Figure 1. Supply network (run 1).
Bar = 20 um. Pins as bars on the die edge. Tap cells in grey.
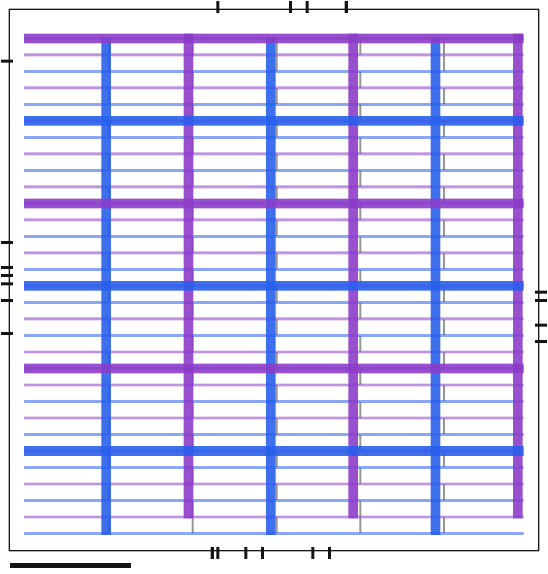
Figure 2. Placed cells, one colour a class (run 1).
Bar = 20 um.
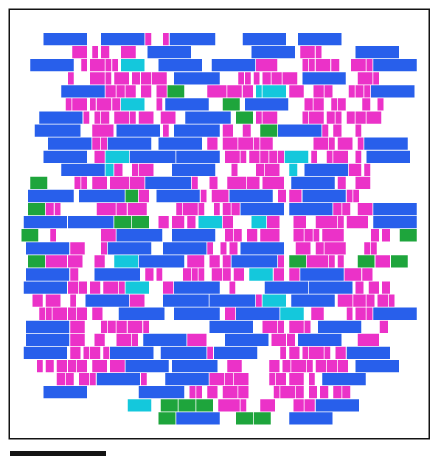
Figure 3. Clock distribution (run 1).
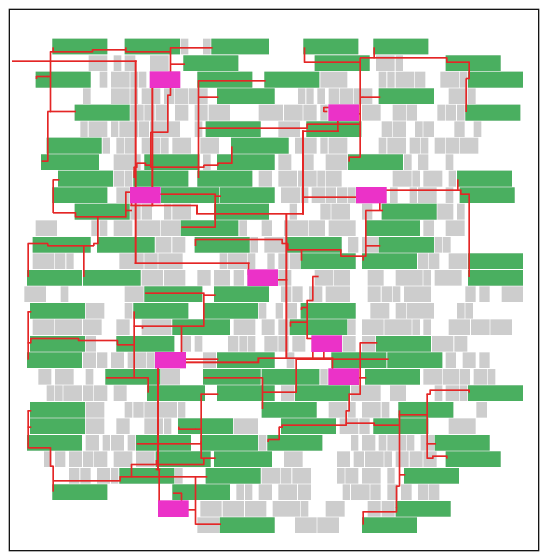
## config.mk

```make
export PLATFORM = sky130hd
export DESIGN_NAME = tx_key_scheduler
export DESIGN_NICKNAME = d
export VERILOG_FILES = /design/src/rtl/tx_key_scheduler.sv
export SDC_FILE = /design/constraint.sdc
export NUM_CORES = 1
export LEC_CHECK = 0
export CAP_MARGIN = 20
export CORE_AREA = 2 2 85 87
export CTS_CLUSTER_SIZE = 24
export DETAILED_ROUTE_END_ITERATION = 10
export DIE_AREA = 0 0 87 89
export GPL_TIMING_DRIVEN = 1
export PLACE_DENSITY = 0.82
export SYNTH_ARGS = -nofsm -noshare
export SYNTH_HDL_FRONTEND = slang
export SYNTH_SLANG_ARGS = --single-unit
```

## constraint.sdc

```tcl
create_clock -name CLK -period 5.5 [get_ports CLK]
set_clock_uncertainty 0.05 [all_clocks]
set_input_delay 0.55 -clock CLK [delete_from_list [all_inputs] [get_ports CLK]]
set_output_delay 0.55 -clock CLK [all_outputs]
set_load 0.05 [all_outputs]
```

## src/rtl/tx_key_scheduler.sv

```systemverilog
// tx_key_scheduler: debounces the four active-low board keys, latches each
// press as a pending transmit request and grants requests round-robin to the
// TX serializer through a start/busy handshake. HEX0 shows the last symbol sent.
module tx_key_scheduler #(
    parameter int unsigned DEBOUNCE_CYCLES = 10000,
    parameter int unsigned ACK_TIMEOUT     = 64
) (
    input  logic       CLK,
    input  logic       RST,
    input  logic [3:0] KEY,
    input  logic       tx_busy,
    output logic       tx_start,
    output logic [1:0] tx_sym,
    output logic [3:0] pending,
    output logic [6:0] HEX0
);

    localparam int unsigned CNT_W = (DEBOUNCE_CYCLES > 2) ? $clog2(DEBOUNCE_CYCLES) : 1;
    localparam int unsigned TMO_W = (ACK_TIMEOUT > 2) ? $clog2(ACK_TIMEOUT) : 1;
    localparam logic [CNT_W-1:0] CNT_MAX = CNT_W'(DEBOUNCE_CYCLES - 1);
    localparam logic [TMO_W-1:0] TMO_MAX = TMO_W'(ACK_TIMEOUT - 1);

    typedef enum logic [1:0] {
        IDLE,
        START,
        WAIT_ACK,
        WAIT_DONE
    } state_t;

    state_t           state;
    state_t           state_nx;

    logic [3:0]       sync1;
    logic [3:0]       sync2;
    logic [3:0]       db;
    logic [3:0]       db_q;
    logic [CNT_W-1:0] db_cnt [4];
    logic [3:0]       press;

    logic [1:0]       ptr;
    logic [1:0]       grant_idx;
    logic [1:0]       scan_idx;
    logic             grant_vld;
    logic [TMO_W-1:0] tmo_cnt;

    logic             do_grant;
    logic             do_timeout;
    logic             do_done;
    logic [3:0]       pend_clr;
    logic [3:0]       pend_set;

    // Active-low seven-segment pattern (gfedcba) for a symbol index.
    function automatic logic [6:0] seg7(input logic [1:0] d);
        case (d)
            2'd0:    seg7 = 7'b1000000;
            2'd1:    seg7 = 7'b1111001;
            2'd2:    seg7 = 7'b0100100;
            default: seg7 = 7'b0110000;
        endcase
    endfunction

    // Two-flop synchronizer; resets to the released (high) level.
    always_ff @(posedge CLK or posedge RST) begin
        if (RST) begin
            sync1 <= '1;
            sync2 <= '1;
        end else begin
            sync1 <= KEY;
            sync2 <= sync1;
        end
    end

    // Per-key debounce: accept a new level only after it has been stable long enough.
    always_ff @(posedge CLK or posedge RST) begin
        if (RST) begin
            db <= '1;
            for (int unsigned i = 0; i < 4; i++) begin
                db_cnt[i] <= '0;
            end
        end else begin
            for (int unsigned i = 0; i < 4; i++) begin
                if (sync2[i] == db[i]) begin
                    db_cnt[i] <= '0;
                end else if (db_cnt[i] == CNT_MAX) begin
                    db[i]     <= sync2[i];
                    db_cnt[i] <= '0;
                end else begin
                    db_cnt[i] <= db_cnt[i] + CNT_W'(1);
                end
            end
        end
    end

    // Previous debounced level, used to detect the 1->0 press edge.
    always_ff @(posedge CLK or posedge RST) begin
        if (RST) begin
            db_q <= '1;
        end else begin
            db_q <= db;
        end
    end

    assign press = db_q & ~db;

    // Round-robin search starting at ptr.
    always_comb begin
        grant_vld = 1'b0;
        grant_idx = ptr;
        scan_idx  = ptr;
        for (int unsigned i = 0; i < 4; i++) begin
            scan_idx = ptr + 2'(i);
            if (!grant_vld && pending[scan_idx]) begin
                grant_vld = 1'b1;
                grant_idx = scan_idx;
            end
        end
    end

    // FSM state register.
    always_ff @(posedge CLK or posedge RST) begin
        if (RST) begin
            state <= IDLE;
        end else begin
            state <= state_nx;
        end
    end

    // FSM next-state and handshake control.
    always_comb begin
        state_nx   = state;
        tx_start   = 1'b0;
        do_grant   = 1'b0;
        do_timeout = 1'b0;
        do_done    = 1'b0;
        case (state)
            IDLE: begin
                if (grant_vld && !tx_busy) begin
                    do_grant = 1'b1;
                    state_nx = START;
                end
            end
            START: begin
                tx_start = 1'b1;
                state_nx = WAIT_ACK;
            end
            WAIT_ACK: begin
                if (tx_busy) begin
                    state_nx = WAIT_DONE;
                end else if (tmo_cnt == TMO_MAX) begin
                    do_timeout = 1'b1;
                    state_nx   = IDLE;
                end
            end
            WAIT_DONE: begin
                if (!tx_busy) begin
                    do_done  = 1'b1;
                    state_nx = IDLE;
                end
            end
            default: state_nx = IDLE;
        endcase
    end

    // Pending masks: grant clears its bit, timeout re-arms the failed symbol.
    always_comb begin
        pend_clr = '0;
        pend_set = '0;
        if (do_grant) begin
            pend_clr[grant_idx] = 1'b1;
        end
        if (do_timeout) begin
            pend_set[tx_sym] = 1'b1;
        end
    end

    // Acknowledge timeout counter, cleared while issuing the start pulse.
    always_ff @(posedge CLK or posedge RST) begin
        if (RST) begin
            tmo_cnt <= '0;
        end else if (state == START) begin
            tmo_cnt <= '0;
        end else if (state == WAIT_ACK) begin
            tmo_cnt <= tmo_cnt + TMO_W'(1);
        end
    end

    // Request bookkeeping and display; a new press outranks a same-cycle grant clear.
    always_ff @(posedge CLK or posedge RST) begin
        if (RST) begin
            tx_sym  <= '0;
            ptr     <= '0;
            pending <= '0;
            HEX0    <= '1;
        end else begin
            if (do_grant) begin
                tx_sym <= grant_idx;
                ptr    <= grant_idx + 2'd1;
            end else if (do_timeout) begin
                ptr <= tx_sym;
            end
            pending <= (pending & ~pend_clr) | press | pend_set;
            if (do_done) begin
                HEX0 <= seg7(tx_sym);
            end
        end
    end

endmodule

```

==> summary.txt, run 1 <==
Implementation summary

The first global-routing pass estimated 13500 um of wire. Cell internal power was estimated by the tool at 1.14 mW. The average wire length per cell after detail routing is 14.9 um.

The net count after synthesis is 427. The number of enable flip-flop cells is 0. Per the post-synthesis stats, the area per cell is 10.5 um^2.

After synthesis, the share of flip-flops with an asynchronous set or reset is 100%. 21 I/O pins were placed. The top power group is registers. The flow reports that combinational logic draws 26.6% of the design power. The OpenROAD report gives the critical path a required time of 4.90 ns. The post-route netlist has 10.8% of its cells at a drive strength greater than 1. The sequential share of power is 48.8%. Endpoints with negative setup slack in the final report add up to 0. The number of antenna violations at the first check in global routing is 0.

For this run, the number of Yosys warnings is 0. The number of cells on the worst reg-to-reg path is 6. The global routing report lists met3 layer usage as 5.17%. The count of cells in the finished layout, fillers not included, comes to 517. In this run the tightest slew margin relative to its limit is 56.0%. Of the total synthesized cell area, the portion taken by full adders, half adders and majority gates is 2.91%. The number of port buffers is 20. Sequential cells consume a total of 0.847 mW.

The combinational gate area is 1840 um^2. Synthesis produced 410 cells. The report puts the hold buffer count at CTS at 0. The worst-path cell with the longest stage delay is sky130_fd_sc_hd__clkdlybuf4s50_1. For this run, the script counts the antenna cells in the layout as 0. The leakage component of the power is 2.10 nW.

The chip occupies 7740 um^2. The launch point of the worst min-delay path is recorded as sync1[1]. The simple-gate area share of the yosys netlist is 21.8%. The number of DRC violations after detailed routing is 0. The final global-route overflow total is 0. The post-detailed-route via-to-cell ratio is 5.71. The switching portion of total power comes to 34.4%.

The end point of the critical path is tx_start. The final timing report lists a max-slew violation count of 0. The total power per unit cell area is 366 nW/um^2. The total power is 1.74 mW.

The flow ran to the end, and the final reports show no timing, DRC or antenna violations. For this run, the share of the core covered by cells in the final layout is 70.7%. The detailed router put a total of 3510 um of wire on met1.

The fraction of the core area occupied by cells at floorplan is 63.9%. Per the layout area report, the combinational fraction of cell area is 38.7%. STA shows the worst min-delay path finishing at sync2[1]. Summing over every cut layer, the via total after detailed routing is 2950. The routing usage on met1 is 29.1%.

The worst flop-to-flop path endpoint is pending[0]. The type of the worst setup path is reg2out. The synthesis report names the predominant flop master as sky130_fd_sc_hd__dfrtp_1.

The TritonCTS clock tree is yes. Along the worst path, the maximum fanout reaches 7. Gates resized during post-CTS repair numbered 0.

The worst slack at placement is 2.88 ns. The cell-mix breakdown from Yosys lists the XOR/XNOR area share as 10.2%. The register area is 2380 um^2.

The final layout report lists a non-clock inverter count of 9. Among the non-sequential cells, simple AND/OR/NAND/NOR gates take the most area. The class of the most critical hold timing path is reg2reg.

Sequential elements use 55.4% of the synthesized area. The final-report hold violation count is 0. By instance count, the leading cell after synthesis is sky130_fd_sc_hd__dfrtp_1.

The sort of element at the start of the critical path is a flip-flop. For met2 alone, demand over resource in global routing was 36.8%. The total wire length is 7680 um.

Summed over all routing layers, the global router reports a total usage of 22.4%. The clock drives 94 sinks. Detailed placement ended at an HPWL of 5330 um. In the final layout, the fill cell count is 483. The power drawn by the clock network is 0.428 mW.

The number of multi-input combinational cells in the layout is 297. After synthesis, the cell types taking the most area are sky130_fd_sc_hd__dfrtp_1, sky130_fd_sc_hd__dfstp_2, sky130_fd_sc_hd__xor2_1, sky130_fd_sc_hd__nor2_1, sky130_fd_sc_hd__xnor2_1. The smallest hold slack is 0.308 ns.

The post-route setup TNS is 0 ns. Multiplexer cells account for 1.78% of the synthesized area. Per the final report, the share of cell area in clock cells is 3.95%. The register with the most flip-flops is db_cnt. The violation tally recorded at the end of detailed-routing iteration 0 is 159. Synthesis inferred 94 register bits. The first detailed-routing pass took 4 iterations. The number of ordinary and repair buffers in the finished layout is 21.

The number of buffers created by CTS is 9. The combinational cell power is 0.462 mW. Global routing put the most usage on met2. The clock transition time at the flip-flop clock pins of the worst setup and hold paths is 0.09 ns. The final layout contains a sequential cell count of 94.

In this design, the stage delay of the slowest critical-path cell is 0.84 ns. Per the CTS log, the maximum H-tree level is 3. The number of clock-tree buffers in the layout is 13. The number of antenna-violating nets in the routed design is 0. The routed design uses 273 um of met3 wire. The number of max-cap violations is 0. The path length in cells of the critical path is 3. The count of cells along the worst hold path is 0. The met2 wirelength from detailed routing is 3760 um. The final RePlAce weighted congestion is 0.869.

The register with the most flip-flops in the layout has 56 of them. Looking at the power breakdown, the clock network takes 24.6% of the total.
-- Figure 1 (at the start) --
Purple marks VDD. Blue marks VSS.
21 signal pins sit on the boundary. 6 straps on met4.
die width: 87 um
Worst IR Drop VDD: 0.232 mV
height of the chip: 89 um

-- Figure 2 (at the start) --
Cyan marks clock drivers and dummy loads, cells 16, share of their area 4.0%. Magenta marks all other logic, cells 306, share of their area 40%. Blue marks flip-flops, cells 94, share of their area 51%. Green marks other buffers and delay cells, cells 21, share of their area 4.5%.
share of cell area taken by flip-flops and latches: 50.1%
post-route cell area: 4750 um^2
cell row count: 30

-- Figure 3 (at the start) --
Green marks flip-flops, count 94. Magenta marks cells driving clock nets, count 9. Red marks clock wires, length 996 um.
Position of the flops: all over the die.

==> run 2: changes to the inputs <==
- CORE_AREA: 2 2 85 87 -> 2 2 93 95
- DIE_AREA: 0 0 87 89 -> 0 0 95 97
- PLACE_DENSITY: 0.82 -> 0.73
- clock period: 5.5 -> 2.2 ns (I/O delays scaled with it)
==> run 2 against run 1 <==
Effect of this change: worst hold slack worse by 0.11 ns; cell count is 6.6% higher; sequential cell count stayed put; first-iteration DRC count is 21% lower; routed wire length is 5.0% lower; clock power went up to 3.1 times the previous value; critical path type is now reg2reg; critical endpoint is now pending[0].
==> summary.txt, run 2 <==
Implementation summary

The sequential power is 2.09 mW (+150%). The post-route setup TNS was 0 ns (unchanged). The routing usage on met3 is 3.27% (-1.9 points). The routed metal-1 wire length is 3510 um (-0.14%). The number of fillers in the final layout was 675 (+40%).

The total number of placement rows was 33 (+10%). In the synthesized netlist the dominant register cell turns out to be sky130_fd_sc_hd__dfrtp_1. The smallest hold slack is 0.196 ns (-0.113 ns). The floorplan die height is 97 um (+9.0%). The number of ordinary and repair buffers in the finished layout is 30 (+43%). The final RePlAce weighted congestion is 0.808 (-7.0%). The area fraction of clock buffers and clock inverters is 4.74% (+0.79 points). The final-report hold violation count is 0 (unchanged). The total wire length came to 7290 um (-5.0%). The fraction of power consumed by combinational cells is 26.6% (about the same).

Per the GRT log, the top usage layer is met2. The maximum ir drop on the vdd rail came to 0.521 mV (+120%). The largest stage delay on the critical path came to 0.41 ns (-0.43 ns). The final global-route overflow total is 0 (unchanged). The number of cells on the worst reg-to-reg path is 6 (unchanged). The multiplexer share of the synthesized area is 1.78% (unchanged). The post-synthesis register bit count is 94 (unchanged). TritonCTS built the clock tree. The power drawn by the clock network is 1.32 mW (+210%). Ranked by total cell area, the synthesized netlist is headed by sky130_fd_sc_hd__dfrtp_1, sky130_fd_sc_hd__dfstp_2, sky130_fd_sc_hd__xor2_1, sky130_fd_sc_hd__nor2_1, sky130_fd_sc_hd__xnor2_1. The overall fraction of global-route tracks in use came to 18.0% (-4.4 points).

The routing usage on met1 is 24.4% (-4.7 points). The top power group is registers. The leakage component of the power is 2.16 nW (+2.5%). The number of port buffers is 20 (unchanged). The total number of H-tree levels was 3 (unchanged). On the critical path, the stage with the largest delay is an instance of sky130_fd_sc_hd__dfrtp_1. The simple-gate area share of the yosys netlist was 21.8% (unchanged). The multi-input gate share of the layout cell area is 37.5% (-1.2 points). The xor/xnor share of the synthesized area is 10.2% (unchanged). The register fraction of the total cell area is 48.5% (-1.6 points).

The worst max-slew margin expressed relative to the limit is 63.6% (+7.7 points). The total power is 4.64 mW (+170%). The type of the worst setup path is reg2reg. The final setup violation count is 0 (unchanged). The share of flip-flops with an asynchronous set or reset is 100% (unchanged). The register area is 2380 um^2 (about the same). The fraction of the core area occupied by cells at floorplan came to 52.8% (-11 points). The cell area after layout was 4910 um^2 (+3.4%). The clock transition time at the flip-flop clock pins of the worst setup and hold paths is 0.09 ns (about the same).

The most frequently used library cell after synthesis is sky130_fd_sc_hd__dfrtp_1. The total number of sequential cells came to 94 (unchanged). The half-perimeter wire length after detailed placement is 5110 um (-4.1%).

The maximum fanout along the worst path is 3 (-4). The end-of-flow core utilization came to 60.4% (-10 points). The run finished with clean final reports. The count of TritonRoute iterations in the first routing pass is 4 (unchanged). The total power per unit cell area was 946 nW/um^2 (+160%).

The worst setup path is launched from a flip-flop. The class of the most critical hold timing path is in2async. The area of the die is 9220 um^2 (+19%). The quantity of gates resized following cts is 0 (unchanged).

The post-detailed-route via-to-cell ratio is 5.30 (-7.1%). The internal power summed over all cells is 3.16 mW (+180%). The number of DRC violations after detailed routing is 0 (unchanged). The flip-flop count of the largest register, all copies and words added came to 56 (unchanged). The number of buffers added to fix hold violations after cts is 0 (unchanged). The total via count after detailed routing is 2921 (-0.98%).

The met2 wirelength from detailed routing is 3420 um (-8.8%). The share of total power in the clock network is 28.5% (+3.9 points). The max-slew violation total from the final report was 0 (unchanged).

The number of max-cap violations is 0 (unchanged). The register with the most flip-flops is db_cnt. The number of clock-tree buffers in the layout was 12 (-1). The area fraction in full adders, half adders and majority gates is 2.91% (unchanged).
Figure 4. Clock distribution (run 2).
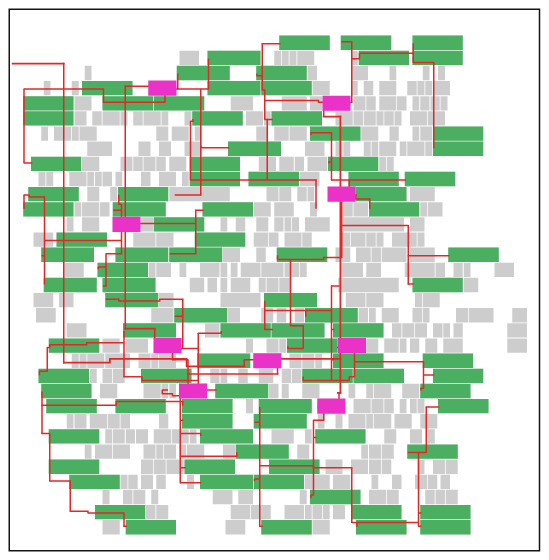
Green marks flip-flops, count 94. Magenta marks cells driving clock nets, count 9. Red marks clock wires, length 1080 um.
Position of the flops: all over the die. There are 10 routed clock nets.

==> run 3: changes to the inputs <==
- CAP_MARGIN: 20 -> unset
==> run 3 against run 2 <==
Effect of this change: sequential share of layout area unchanged; fmax unchanged; sequential power about the same; area after synthesis unchanged; synthesized cell count unchanged; cell count unchanged; core utilization unchanged; clock-buffer cell count unchanged; routed wire length unchanged; first-iteration DRC count unchanged; design area unchanged; critical path depth unchanged.
==> summary.txt, run 3 <==
Implementation summary

The multi-input gate share of the layout cell area was 37.5% (unchanged). The global-route wire length before repair is 13100 um. The worst setup path is launched from a flip-flop. The synthesis report lists the most area-consuming cells as sky130_fd_sc_hd__dfrtp_1, sky130_fd_sc_hd__dfstp_2, sky130_fd_sc_hd__xor2_1, sky130_fd_sc_hd__nor2_1, sky130_fd_sc_hd__xnor2_1. The met2 wirelength from detailed routing is 3420 um (unchanged).

The simple-gate area share of the yosys netlist was 21.8% (unchanged). The total wire length is 7290 um (unchanged). Of the available clock period, the critical path in the final layout requires 96.6%.

Once iteration 0 of detailed routing completed, the report listed 125 DRC markers. The kind of capture point of the worst setup path is a flip-flop. The net switching power in the latest report is 1.48 mW. The leakage component of the power is 2.16 nW (unchanged). The most common cell in the synthesized netlist is sky130_fd_sc_hd__dfrtp_1. The source of the worst register-to-register timing path is state[1].

The post-synthesis instance area is 4290 um^2. The end-of-flow core utilization is 60.4% (unchanged). The sequential share of power is 44.9%. The type of the worst setup path is reg2reg.

The worst max-slew margin expressed relative to the limit came to 63.6% (unchanged). The half-perimeter wire length after detailed placement is 5110 um (unchanged). The largest stage delay on the critical path came to 0.41 ns (about the same).

The flip-flop count of the largest register, all copies and words added is 56 (unchanged). The xor/xnor share of the synthesized area is 10.2% (unchanged). The average instance in the mapped netlist occupies 10.5 um^2. The post-synth count of flops with an enable pin is 0.

The total power per unit cell area is 946 nW/um^2 (unchanged). The busiest metal layer after global routing is met2. The register fraction of the total cell area came to 48.5% (unchanged).

The routing usage on met3 is 3.27% (unchanged). The post-route setup TNS is 0 ns (unchanged). Per STA, the worst path is made up of inv_1, ha_2, or3b_4, or3_1, nand2b_1, a221o_1. The fraction of the core area occupied by cells at floorplan is 52.8% (unchanged).

The final setup violation count came to 0 (unchanged). The signal arrival time at the worst endpoint is 2.31 ns. The warning total across the stage logs is 30. The count of warnings emitted by yosys is 0. The area fraction in full adders, half adders and majority gates was 2.91% (unchanged). TritonCTS built the clock tree. Wire segments on met3 add up to 178 um in the final route. The data required time at the worst endpoint is 2.38 ns. The power drawn by the clock network came to 1.32 mW (about the same). The post-synthesis chip area from yosys is 4290 um^2.

The maximum fanout along the worst path was 3 (unchanged). The final antenna diode count is 0. The registers reported with the highest flop counts are db_cnt x56, HEX0 x6, tmo_cnt x6. The quantity of gates resized following cts is 0 (unchanged).

The number of DRC violations after detailed routing is 0 (unchanged). The synth_stat.txt file lists the number of cells as 410. In this run the standard cell core region covers 8130 um^2.

The flop-to-flop setup slack is 0.07 ns. The number of clock buffers added by TritonCTS is 9. The routed metal-1 wire length is 3510 um (unchanged). Leaving out fill and tap cells, the most frequent cells in the layout are sky130_fd_sc_hd__dfrtp_1, sky130_fd_sc_hd__nor2_1, sky130_fd_sc_hd__nand2_1, sky130_fd_sc_hd__xor2_1. The number of max-cap violations is 0 (unchanged). The class of the most critical hold timing path is in2async. The run finished with clean final reports. The top power group is registers. The register with the most flip-flops is db_cnt. The path length in cells of the critical path is 6. The area of the die is 9220 um^2 (unchanged). The sequential power came to 2.09 mW (about the same). The number of global-route vias before repair is 2934.

The number of antenna violations at the first check in global routing was 0. Setup repair after global routing left no endpoint under its margin. The leading cell category by total area is flip-flops and latches. The internal power summed over all cells is 3.16 mW (unchanged). The critical path starts at state[1]. The worst register-to-register path ends at pending[0].

The share of flip-flops with an asynchronous set or reset was 100% (unchanged). The fraction of synthesized cell area taken by the top area cell type is 42.0%. The multiplexer share of the synthesized area was 1.78% (unchanged). The switching part of the total is 31.9%. The total number of H-tree levels is 3 (unchanged).

The post-detailed-route via-to-cell ratio is 5.30 (unchanged). The fraction of power consumed by combinational cells is 26.6% (about the same). The post-synthesis register bit count is 94 (unchanged). The cell area reported after detailed placement is 4670 um^2. Following the worst setup path forward leads to its endpoint at pending[0]. The final global-route overflow total is 0 (unchanged). In the synthesized netlist, the dominant kind of combinational cell is simple AND/OR/NAND/NOR gates. The floorplan die width is 95 um. The combinational power reported by the tool is 1.24 mW. The skew report gives the latency at the later pin of the worst-skew pair as 0.36 ns.

The smallest clock period supported by the final layout is computed as 2.13 ns. The total power is 4.64 mW (unchanged). The number of buffers added to fix hold violations after cts is 0 (unchanged).

After detailed placement, the design holds a cell count of 535. For this run, the leading register cell type out of synthesis is sky130_fd_sc_hd__dfrtp_1. After clock tree synthesis, the setup repair step added 0 buffers. The pin count of the biggest net entering global routing is 38.

The worst-path cell with the longest stage delay is sky130_fd_sc_hd__dfrtp_1. The final-report hold violation count is 0 (unchanged). The cell area after layout is 4910 um^2 (unchanged).

The area fraction of clock buffers and clock inverters is 4.74% (unchanged). The number of fillers in the final layout is 675 (unchanged). The sequential element share of the synthesized area is 55.4%. The total number of placement rows came to 33 (unchanged).

The routing usage on met1 is 24.4% (unchanged). Looking at the max-slew report, the worst-margin pin has a slew of 0.545 ns. Synthesis produced a netlist with a net count of 427.

The final RePlAce weighted congestion is 0.808 (unchanged). The count of inserted tapcells is 105. Signal nets in the final route climb as high as met4. The kind of cell with the highest combined delay on the critical path is simple AND/OR/NAND/NOR gates. The number of ordinary and repair buffers in the finished layout is 30 (unchanged). The maximum ir drop on the vdd rail was 0.521 mV (unchanged).

The smallest hold slack is 0.196 ns (unchanged). The number of distinct library cells after synthesis is 43. Global routing used 27.8% of the available met2 tracks.

The register area is 2380 um^2 (unchanged). The number of cells on the worst reg-to-reg path was 6 (unchanged). The count of TritonRoute iterations in the first routing pass was 4 (unchanged). The worst slack at placement is 0.0768 ns. The root buffer selected by CTS is sky130_fd_sc_hd__clkbuf_8. The share of total power in the clock network is 28.5% (about the same). The number of port buffers came to 20 (unchanged). The total number of sequential cells came to 94 (unchanged).

The number of clock-tree buffers in the layout is 12 (unchanged). The proportion of layout cells with a drive suffix above 1 is 12.8%. The clock transition time at the flip-flop clock pins of the worst setup and hold paths came to 0.09 ns (about the same). The max-slew violation total from the final report came to 0 (unchanged). The floorplan die height is 97 um (unchanged). 297 cells are multi-input combinational gates.
Figure 5. Routed metal, one colour a layer (run 3).
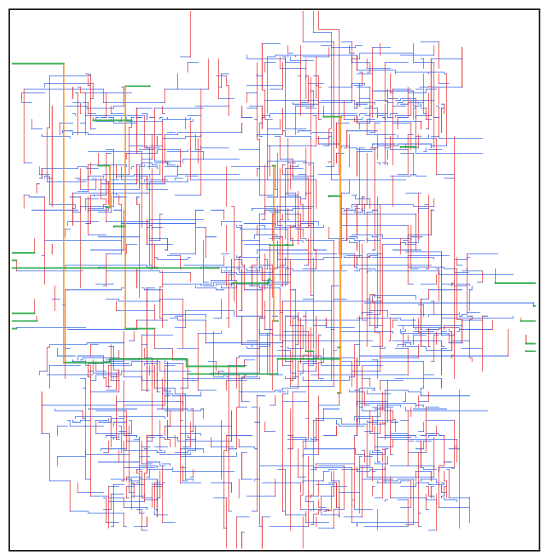
Orange marks met4, wire length 182 um. Red marks met2, wire length 3420 um. Green marks met3, wire length 178 um. Blue marks met1, wire length 3510 um.
overall via count from detail_route: 2921
total routing resource utilization after global routing: 18.0%
post-detailed-route wirelength per cell: 13.2 um

Power and IR drop assume default switching activity.
